**config.mk**
```make
export PLATFORM = sky130hd
export DESIGN_NAME = cabac_qp_pair_sched
export DESIGN_NICKNAME = d
export VERILOG_FILES = /design/src/rtl/cabac_qp_pkg.sv /design/src/rtl/cabac_pair_pick.sv /design/src/rtl/cabac_qp_pair_sched.sv
export SDC_FILE = /design/constraint.sdc
export NUM_CORES = 1
export LEC_CHECK = 0
export ABC_AREA = 0
export CAP_MARGIN = 10
export CORE_MARGIN = 2
export CORE_UTILIZATION = 54
export CTS_CLUSTER_SIZE = 20
export DETAILED_ROUTE_END_ITERATION = 7
export GPL_TIMING_DRIVEN = 1
export PLACE_DENSITY = 0.87
export SLEW_MARGIN = 0
export SYNTH_ARGS = -nofsm -noshare
export SYNTH_HDL_FRONTEND = slang
export SYNTH_SLANG_ARGS = --single-unit
```
**constraint.sdc**
```tcl
create_clock -name clk -period 3.9 [get_ports clk]
set_clock_uncertainty 0.05 [all_clocks]
set_input_delay 0.39 -clock clk [delete_from_list [all_inputs] [get_ports clk]]
set_output_delay 0.39 -clock clk [all_outputs]
set_load 0.005 [all_outputs]
```
**src/rtl/cabac_qp_pkg.sv**
```systemverilog
// rtl/cabac_qp_pkg.sv - shared constants and state encoding for the CABAC delta-QP pair scheduler
package cabac_qp_pkg;

    localparam int QP_W      = 6;
    localparam int PAIR_W    = 11;
    localparam int NUM_PAIRS = 8;
    localparam int INIT_QP   = 22;

    localparam logic [1:0] PAIR_CTX  = 2'b00;
    localparam logic [1:0] PAIR_NULL = 2'b01;
    localparam logic [1:0] PAIR_BYP  = 2'b10;

    typedef enum logic [1:0] {
        ST_IDLE = 2'd0,
        ST_LOAD = 2'd1,
        ST_EMIT = 2'd2,
        ST_DONE = 2'd3
    } sched_state_e;

endpackage

```
**src/rtl/cabac_pair_pick.sv**
```systemverilog
// rtl/cabac_pair_pick.sv - lowest-set-bit picker over the pending pair mask
module cabac_pair_pick #(
    parameter int N  = 8,
    parameter int IW = 3
) (
    input  logic [N-1:0]  mask_i,
    output logic [IW-1:0] idx_o,
    output logic          any_o
);

    // Scan downward so the lowest set bit is the last one written.
    always_comb begin
        idx_o = '0;
        any_o = |mask_i;
        for (int k = N - 1; k >= 0; k--) begin
            if (mask_i[k]) begin
                idx_o = IW'(k);
            end
        end
    end

endmodule

```
**src/rtl/cabac_qp_pair_sched.sv**
```systemverilog
// rtl/cabac_qp_pair_sched.sv - per-CU delta-QP sequencing: predictor state, pair capture and streaming
module cabac_qp_pair_sched #(
    parameter int QP_W      = cabac_qp_pkg::QP_W,
    parameter int PAIR_W    = cabac_qp_pkg::PAIR_W,
    parameter int NUM_PAIRS = cabac_qp_pkg::NUM_PAIRS,
    parameter int INIT_QP   = cabac_qp_pkg::INIT_QP
) (
    input  logic                          clk,
    input  logic                          rst_n,
    input  logic                          lcu_start_i,
    input  logic [QP_W-1:0]               slice_qp_i,
    input  logic                          cu_start_i,
    input  logic [QP_W-1:0]               cu_qp_i,
    input  logic                          cu_dqp_en_i,
    output logic [QP_W-1:0]               bin_curr_qp_o,
    output logic [QP_W-1:0]               bin_last_qp_o,
    input  logic [NUM_PAIRS*PAIR_W-1:0]   pairs_i,
    output logic [PAIR_W-1:0]             pair_o,
    output logic                          pair_valid_o,
    input  logic                          pair_ready_i,
    output logic                          busy_o,
    output logic                          done_o
);
    import cabac_qp_pkg::*;

    localparam int IDX_W = (NUM_PAIRS > 1) ? $clog2(NUM_PAIRS) : 1;

    sched_state_e                state_q, state_d;
    logic [QP_W-1:0]             last_qp_q, last_qp_d;
    logic [QP_W-1:0]             curr_q, curr_d;
    logic [QP_W-1:0]             last_q, last_d;
    logic                        en_q, en_d;
    logic [NUM_PAIRS*PAIR_W-1:0] pair_q, pair_d;
    logic [NUM_PAIRS-1:0]        mask_q, mask_d;
    logic                        valid_q, valid_d;
    logic                        done_q, done_d;

    logic [NUM_PAIRS-1:0]        load_mask;
    logic [NUM_PAIRS-1:0]        emit_mask;
    logic [IDX_W-1:0]            pick_idx;
    logic                        pick_any;

    always_comb begin
        load_mask = '0;
        for (int k = 0; k < NUM_PAIRS; k++) begin
            load_mask[k] = (pairs_i[k*PAIR_W + PAIR_W - 2 +: 2] != PAIR_NULL);
        end
    end

    cabac_pair_pick #(
        .N  (NUM_PAIRS),
        .IW (IDX_W)
    ) u_pick (
        .mask_i (mask_q),
        .idx_o  (pick_idx),
        .any_o  (pick_any)
    );

    assign emit_mask = mask_q & ~(NUM_PAIRS'(1) << pick_idx);

    always_comb begin
        state_d   = state_q;
        last_qp_d = last_qp_q;
        curr_d    = curr_q;
        last_d    = last_q;
        en_d      = en_q;
        pair_d    = pair_q;
        mask_d    = mask_q;
        case (state_q)
            ST_IDLE: begin
                if (lcu_start_i) begin
                    last_qp_d = slice_qp_i;
                end
                if (cu_start_i) begin
                    curr_d  = cu_qp_i;
                    last_d  = lcu_start_i ? slice_qp_i : last_qp_q;
                    en_d    = cu_dqp_en_i;
                    state_d = ST_LOAD;
                end
            end
            ST_LOAD: begin
                if (en_q) begin
                    pair_d  = pairs_i;
                    mask_d  = load_mask;
                    state_d = (|load_mask) ? ST_EMIT : ST_DONE;
                end else begin
                    state_d = ST_DONE;
                end
            end
            ST_EMIT: begin
                if (!pick_any) begin
                    state_d = ST_DONE;
                end else if (valid_q && pair_ready_i) begin
                    mask_d = emit_mask;
                    if (emit_mask == '0) begin
                        state_d = ST_DONE;
                    end
                end
            end
            ST_DONE: begin
                if (en_q) begin
                    last_qp_d = curr_q;
                end
                state_d = ST_IDLE;
            end
            default: state_d = ST_IDLE;
        endcase
        // Output flags are registered off the next state so they align with it.
        valid_d = (state_d == ST_EMIT);
        done_d  = (state_d == ST_DONE);
    end

    always_ff @(posedge clk or negedge rst_n) begin
        if (!rst_n) begin
            state_q   <= ST_IDLE;
            last_qp_q <= QP_W'(INIT_QP);
            curr_q    <= '0;
            last_q    <= '0;
            en_q      <= 1'b0;
            pair_q    <= '0;
            mask_q    <= '0;
            valid_q   <= 1'b0;
            done_q    <= 1'b0;
        end else begin
            state_q   <= state_d;
            last_qp_q <= last_qp_d;
            curr_q    <= curr_d;
            last_q    <= last_d;
            en_q      <= en_d;
            pair_q    <= pair_d;
            mask_q    <= mask_d;
            valid_q   <= valid_d;
            done_q    <= done_d;
        end
    end

    assign bin_curr_qp_o = curr_q;
    assign bin_last_qp_o = last_q;
    assign pair_valid_o  = valid_q;
    assign pair_o        = valid_q ? pair_q[pick_idx*PAIR_W +: PAIR_W] : '0;
    assign busy_o        = (state_q != ST_IDLE);
    assign done_o        = done_q;

endmodule

```
**Gate-type map**

Scale bar: 20 µm.
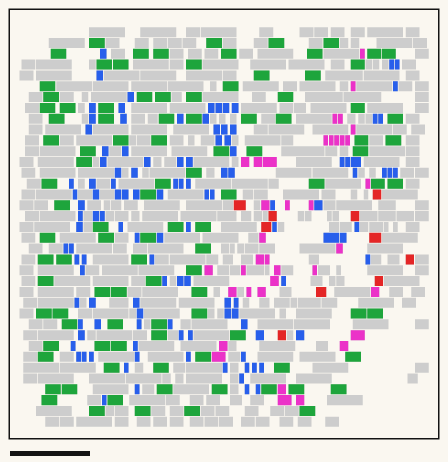
legend:
  green:
    family: multiplexers
    cells: 102
    where: widely spread
  red:
    family: AND and OR gates
    cells: 10
    where: east
  magenta:
    family: NOR gates
    cells: 37
  blue:
    family: NAND gates
    cells: 118
final non-filler cell total: 804
Comb area share: 34.13%
most frequent logic cell in the layout: clkdlybuf4s50_1

**Wiring heat map**

22 x 22 tiles, from black (low) to pale yellow (high), scaled to the fullest tile. Values are wire area over tile area, all layers added.
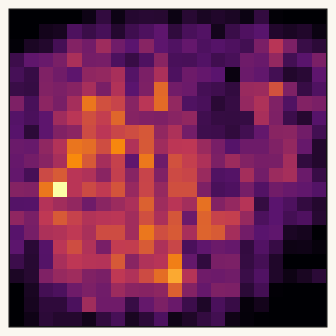
nearly empty tiles: 7.2%
emptiest ninth of the die: south-east
tiles over half the peak: 14%
mean over tiles: 0.23
DRT Wirelength: 16060 µm
vias post-DR: 4854
All-Layer GR Usage: 28.93%
Routed WL per cell: 19.98 µm

==> out/results.ini <==
[final_timing]
drv_slew = 0
finalCritPeriodShare_pct = 94.19
fin_ws_ps = 226.5
max_freq_ghz = 0.2722
final.setup.tns_ps = 0

[outcome]
status = complete, no violations

[cells_and_area]
syn_to_final_growth_pct = 34.24
logic_gate_count = 370
layout.area.comb_um2 = 2654
ff_count = 119
fin_util_pct = 74.98
fin_nets = 765
largest_register = pair_q

[logic_synthesis]
syn_inst = 533
fp_nets = 643
ys_area_um2 = 5792
ys_top_logic_family = multiplexers
common_cells = dfrtp_1, mux2_2, nand2_1
edf_count = 0
synth-xor-area-share_pct = 0
ys_sh_adder_pct = 1.059
ys_cells = 533
top_area_share_pct = 50.12

[power]
p_leak_nw = 3.263
powerComb_mw = 3.05

[critical_path]
reg2reg_depth = 5
reg2reg_to = pair_valid_o$_DFF_PN0_
crit_path_end_kind = output pin
worstSetupStartpointType = register
path_max_fanout = 11
path_cells = or4_1, nor2_1, nand2_1, a31oi_1, a32o_1, clkdlybuf4s50_1
r2r_start = mask_q[6]$_DFFE_PN0P_
cp.depth = 6

[floorplan]
fp-row-count = 37

[clock_tree]
cts_made_buffers = 17
cts_setup_buffers = 0
post_cts_resize_count = 0
clk_latency_ps = 510

[grt]
met1_usage_pct = 36.65
overflow = 0
antenna_found_initial = 0
grt_pass1_vias = 4953

[drt]
dr.max_layer_used = met4
routed-wl-met2_um = 8007
via_per_inst = 6.037
drc = 0

[place]
place_ws_ps = 807.1

[flow_run]
warnings = 29

